Fig. 1: routed metal, one colour a layer
Bar = 20 um.
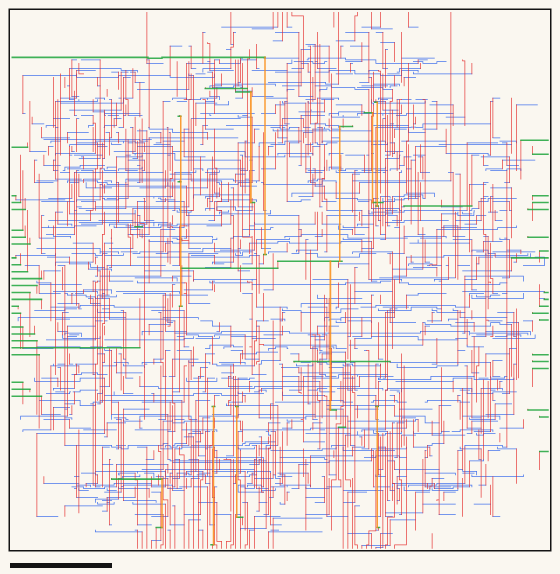
Fig. 2: cell density map
The die is cut into 11 by 11 equal tiles; dark blue is low, red is high, 0 to 100% covered.
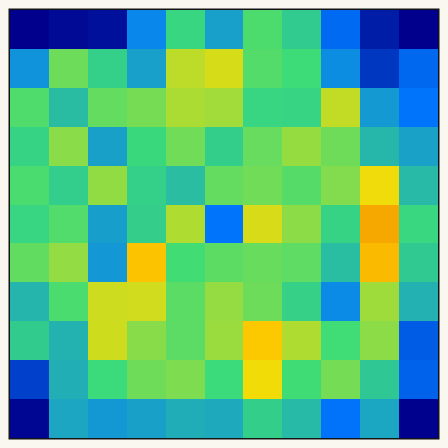
Fig. 3: gate families picked out
Bar = 20 um.
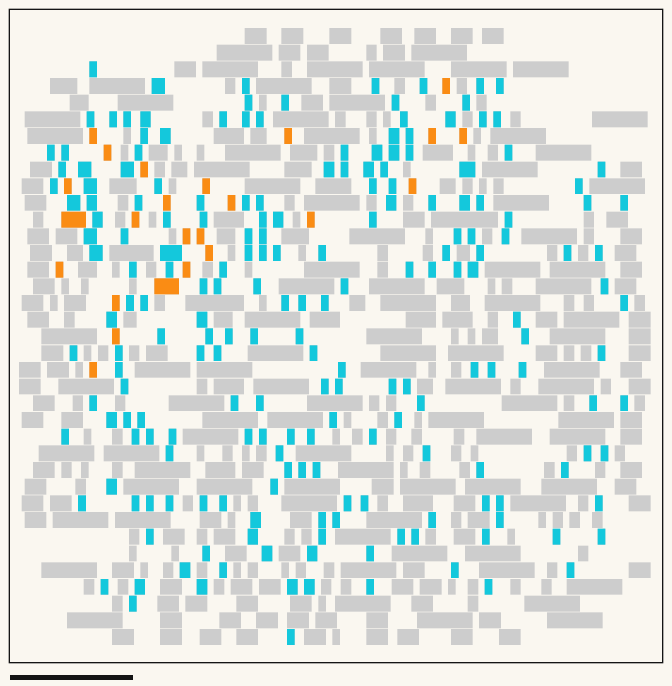
Fig. 4: routing congestion
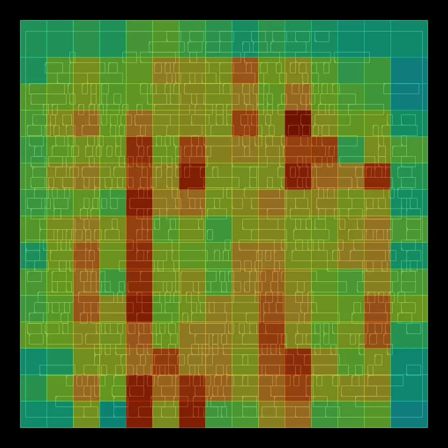
**src/rtl/binary16_accum_seq.sv**
```systemverilog
// Sequential binary16 vector accumulator. Elements are summed through an
// external pipelined binary16 adder; the block itself only tests for zero.
module binary16_accum_seq #(
  parameter int unsigned TIMEOUT = 15,
  parameter int unsigned COUNT_W = 8
) (
  input  logic               clk_in,
  input  logic               rst,
  input  logic [15:0]        in_data,
  input  logic               in_valid,
  input  logic               in_last,
  output logic               in_ready,
  output logic [15:0]        add_a,
  output logic [15:0]        add_b,
  output logic               add_valid,
  input  logic [15:0]        add_result,
  input  logic               add_result_valid,
  output logic [15:0]        sum_out,
  output logic               sum_valid,
  output logic [COUNT_W-1:0] sum_count,
  output logic               err_timeout
);

  localparam int unsigned TIMER_W = (TIMEOUT > 1) ? $clog2(TIMEOUT) : 1;

  localparam logic [1:0] IDLE     = 2'd0;
  localparam logic [1:0] ADD_WAIT = 2'd1;
  localparam logic [1:0] EMIT     = 2'd2;

  logic [1:0]         state;
  logic [15:0]        acc;
  logic               acc_zero;
  logic [COUNT_W-1:0] count;
  logic [TIMER_W-1:0] timer;
  logic               last_q;
  logic [15:0]        sum_out_q;
  logic [COUNT_W-1:0] sum_count_q;

  logic accept;
  logic elem_zero;
  logic result_zero;

  // Handshake and zero tests; in_ready is forced low while reset is held.
  always_comb begin
    in_ready    = (state == IDLE) && !rst;
    accept      = in_valid && in_ready;
    elem_zero   = (in_data[14:10] == 5'd0);
    result_zero = (add_result[14:10] == 5'd0);
  end

  // Sum outputs are live during EMIT and hold their last value otherwise.
  always_comb begin
    sum_valid = (state == EMIT);
    sum_out   = sum_out_q;
    sum_count = sum_count_q;
    if (state == EMIT) begin
      sum_out   = acc_zero ? 16'h0000 : acc;
      sum_count = count;
    end
  end

  // FSM, accumulator, counters and adder interface registers.
  always_ff @(posedge clk_in or posedge rst) begin
    if (rst) begin
      state       <= IDLE;
      acc         <= 16'h0000;
      acc_zero    <= 1'b1;
      count       <= '0;
      timer       <= '0;
      last_q      <= 1'b0;
      add_a       <= 16'h0000;
      add_b       <= 16'h0000;
      add_valid   <= 1'b0;
      sum_out_q   <= 16'h0000;
      sum_count_q <= '0;
      err_timeout <= 1'b0;
    end else begin
      add_valid <= 1'b0;
      unique case (state)
        IDLE: begin
          if (accept) begin
            if (count != '1) count <= count + 1'b1;
            if (elem_zero) begin
              if (in_last) state <= EMIT;
            end else if (acc_zero) begin
              // First nonzero element needs no add.
              acc      <= in_data;
              acc_zero <= 1'b0;
              if (in_last) state <= EMIT;
            end else begin
              add_a     <= acc;
              add_b     <= in_data;
              add_valid <= 1'b1;
              last_q    <= in_last;
              timer     <= '0;
              state     <= ADD_WAIT;
            end
          end
        end
        ADD_WAIT: begin
          if (add_result_valid) begin
            // Subnormal or zero results are flushed to zero.
            if (result_zero) begin
              acc      <= 16'h0000;
              acc_zero <= 1'b1;
            end else begin
              acc <= add_result;
            end
            state <= last_q ? EMIT : IDLE;
          end else if (timer == TIMER_W'(TIMEOUT - 1)) begin
            err_timeout <= 1'b1;
            state       <= last_q ? EMIT : IDLE;
          end else begin
            timer <= timer + 1'b1;
          end
        end
        EMIT: begin
          sum_out_q   <= sum_out;
          sum_count_q <= count;
          count       <= '0;
          acc         <= 16'h0000;
          acc_zero    <= 1'b1;
          state       <= IDLE;
        end
        default: state <= IDLE;
      endcase
    end
  end

endmodule

```
**config.mk**
```make
export PLATFORM = sky130hd
export DESIGN_NAME = binary16_accum_seq
export DESIGN_NICKNAME = d
export VERILOG_FILES = /design/src/rtl/binary16_accum_seq.sv
export SDC_FILE = /design/constraint.sdc
export NUM_CORES = 1
export LEC_CHECK = 0
export ABC_AREA = 1
export CELL_PAD_IN_SITES_DETAIL_PLACEMENT = 1
export CELL_PAD_IN_SITES_GLOBAL_PLACEMENT = 1
export CORE_UTILIZATION = 38
export CTS_BUF_LIST = sky130_fd_sc_hd__clkbuf_4 sky130_fd_sc_hd__clkbuf_8
export DETAILED_ROUTE_END_ITERATION = 12
export PLACE_DENSITY = 0.85
export SYNTH_ARGS = -nofsm -noshare
export SYNTH_HDL_FRONTEND = slang
export SYNTH_SLANG_ARGS = --single-unit
```
**constraint.sdc**
```tcl
create_clock -name clk_in -period 3.9 [get_ports clk_in]
set_clock_uncertainty 0.1 [all_clocks]
set_input_delay 0.78 -clock clk_in [delete_from_list [all_inputs] [get_ports clk_in]]
set_output_delay 0.78 -clock clk_in [all_outputs]
set_load 0.02 [all_outputs]
```
==> flow_summary.yaml <==
# flow metrics
place:
  pre_cts_ws_ns: 0.706
  place_inst: 720
synthesis:
  ys_top_cells_by_area: "dfrtp_1, nand2_1, o21ai_0"
  ys_sh_aoi_pct: 13.4
  ys_ff: 90
floorplan:
  die_height_um: 106
  row_count: 37
setup_path:
  required_ns: 3.02
  crit_family: "buffers and inverters"
  crit_type: "reg -> out"
  endpoint_kind: "primary output"
global_route:
  grt_pass1_vias: 3872
status:
  status: "completed"
cts:
  post_cts_resized: 0
  hold_buffers: 0
  root_buffer: "clkbuf_8"
final_layout:
  seqCellArea_sq_um: 2250
  lay_top_count: "nand2_1"
  final_area_sq_um: 5400
  fillers: 1278
timing:
  max_freq_ghz: 0.283
  rsz0062_at_grt: "no"
routing:
  vias_per_cell: 4.99
  drt_pass1_iterations: 4
min_path:
  min_path_type: "reg -> reg"
pwr:
  leakage_nw: 2.53
Back to the opening pictures, Fig. 1:
colour	layer	wire length
green	met3	302 um
red	met2	5580 um
blue	met1	5250 um
orange	met4	274 um
Vias: 3671
routed wire length: 11.4 mm
Wirelength per Cell: 15.5 um
gr usage total: 21.8%

Back to the opening pictures, Fig. 2:
tiles over 75% full	3.3%
emptiest ninth of the die	upper right
mean over tiles	46%
nearly empty tiles	3.3%
Finished Core Util: 51.9%
Initial Util: 39.6%
core area: 10400 sq um

Back to the opening pictures, Fig. 3:
colour	family	cells
orange	NOR gates	24
cyan	NAND gates	201

Back to the opening pictures, Fig. 4:
met3 Usage GRT: 2.70%
busiest grt layer: met2
met2 GRT Util: 36.5%

## registers in the layout, indices dropped and copies added, names as in the netlist
register     flops
acc             16
acc_zero         1
add_a           16
add_b           16
add_valid        1
count            8
err_timeout      1
last_q           1
state            2
sum_count_q      8
sum_out_q       16
timer            4
## final cells by class
class / instances / area share, %
Clock buffer: 9 / 2.29
Clock inverter: 7 / 1.41
Inverter: 54 / 3.77
Multi-Input combinational cell: 339 / 28.9
Sequential cell: 90 / 41.7
Tap cell: 136 / 3.15
Timing Repair Buffer: 101 / 18.7
## path summary, 6_finish.rpt
check	start	end	slack, ns	depth (start not counted)
max	state[0]	sum_out[4]	0.37	7
min	acc_zero	acc_zero	0.38	2
max reg2reg	state[0]	acc[7]	1.64	8
min reg2reg	acc_zero	acc_zero	0.38	2
max in group asynchronous	rst	sum_out_q[5]	1.78	3
min in group asynchronous	rst	timer[1]	0.71	2
## synth_stat cells
library cell  count
nand2_1         165
o21ai_0          90
dfrtp_1          89
inv_1            52
nand3_1          27
nor2_1           22
o21ai_1          10
clkbuf_1          9
nand4_1           7
ha_1              6
buf_2             5
buf_4             3
a21oi_2           2
buf_6             2
inv_2             2
nor2_4            2
a21oi_1           1
buf_1             1
dfstp_2           1
nand3_2           1
nand3b_1          1
o21ai_4           1
o22ai_1           1
o31ai_1           1
or2_2             1
xnor2_1           1
## power breakdown
part           internal (W)  switching, W  total (W)  leakage, nW
clock network      0.000301      0.000344   0.000645       0.0962
logic              0.000853       0.00132    0.00217         1.27
registers           0.00131      0.000224    0.00153         1.17
## worst reg2reg max path, cell delays in order, from the launching register on
cell     delay, ns
dfrtp_1       0.39
inv_1         0.09
ha_1          0.63
nand2_1       0.14
inv_1         0.38
nand3_1       0.13
o21ai_0       0.13
nand2_1       0.13
nand2_1       0.09
No activity file was given, so power comes from the tool's default toggle rates.
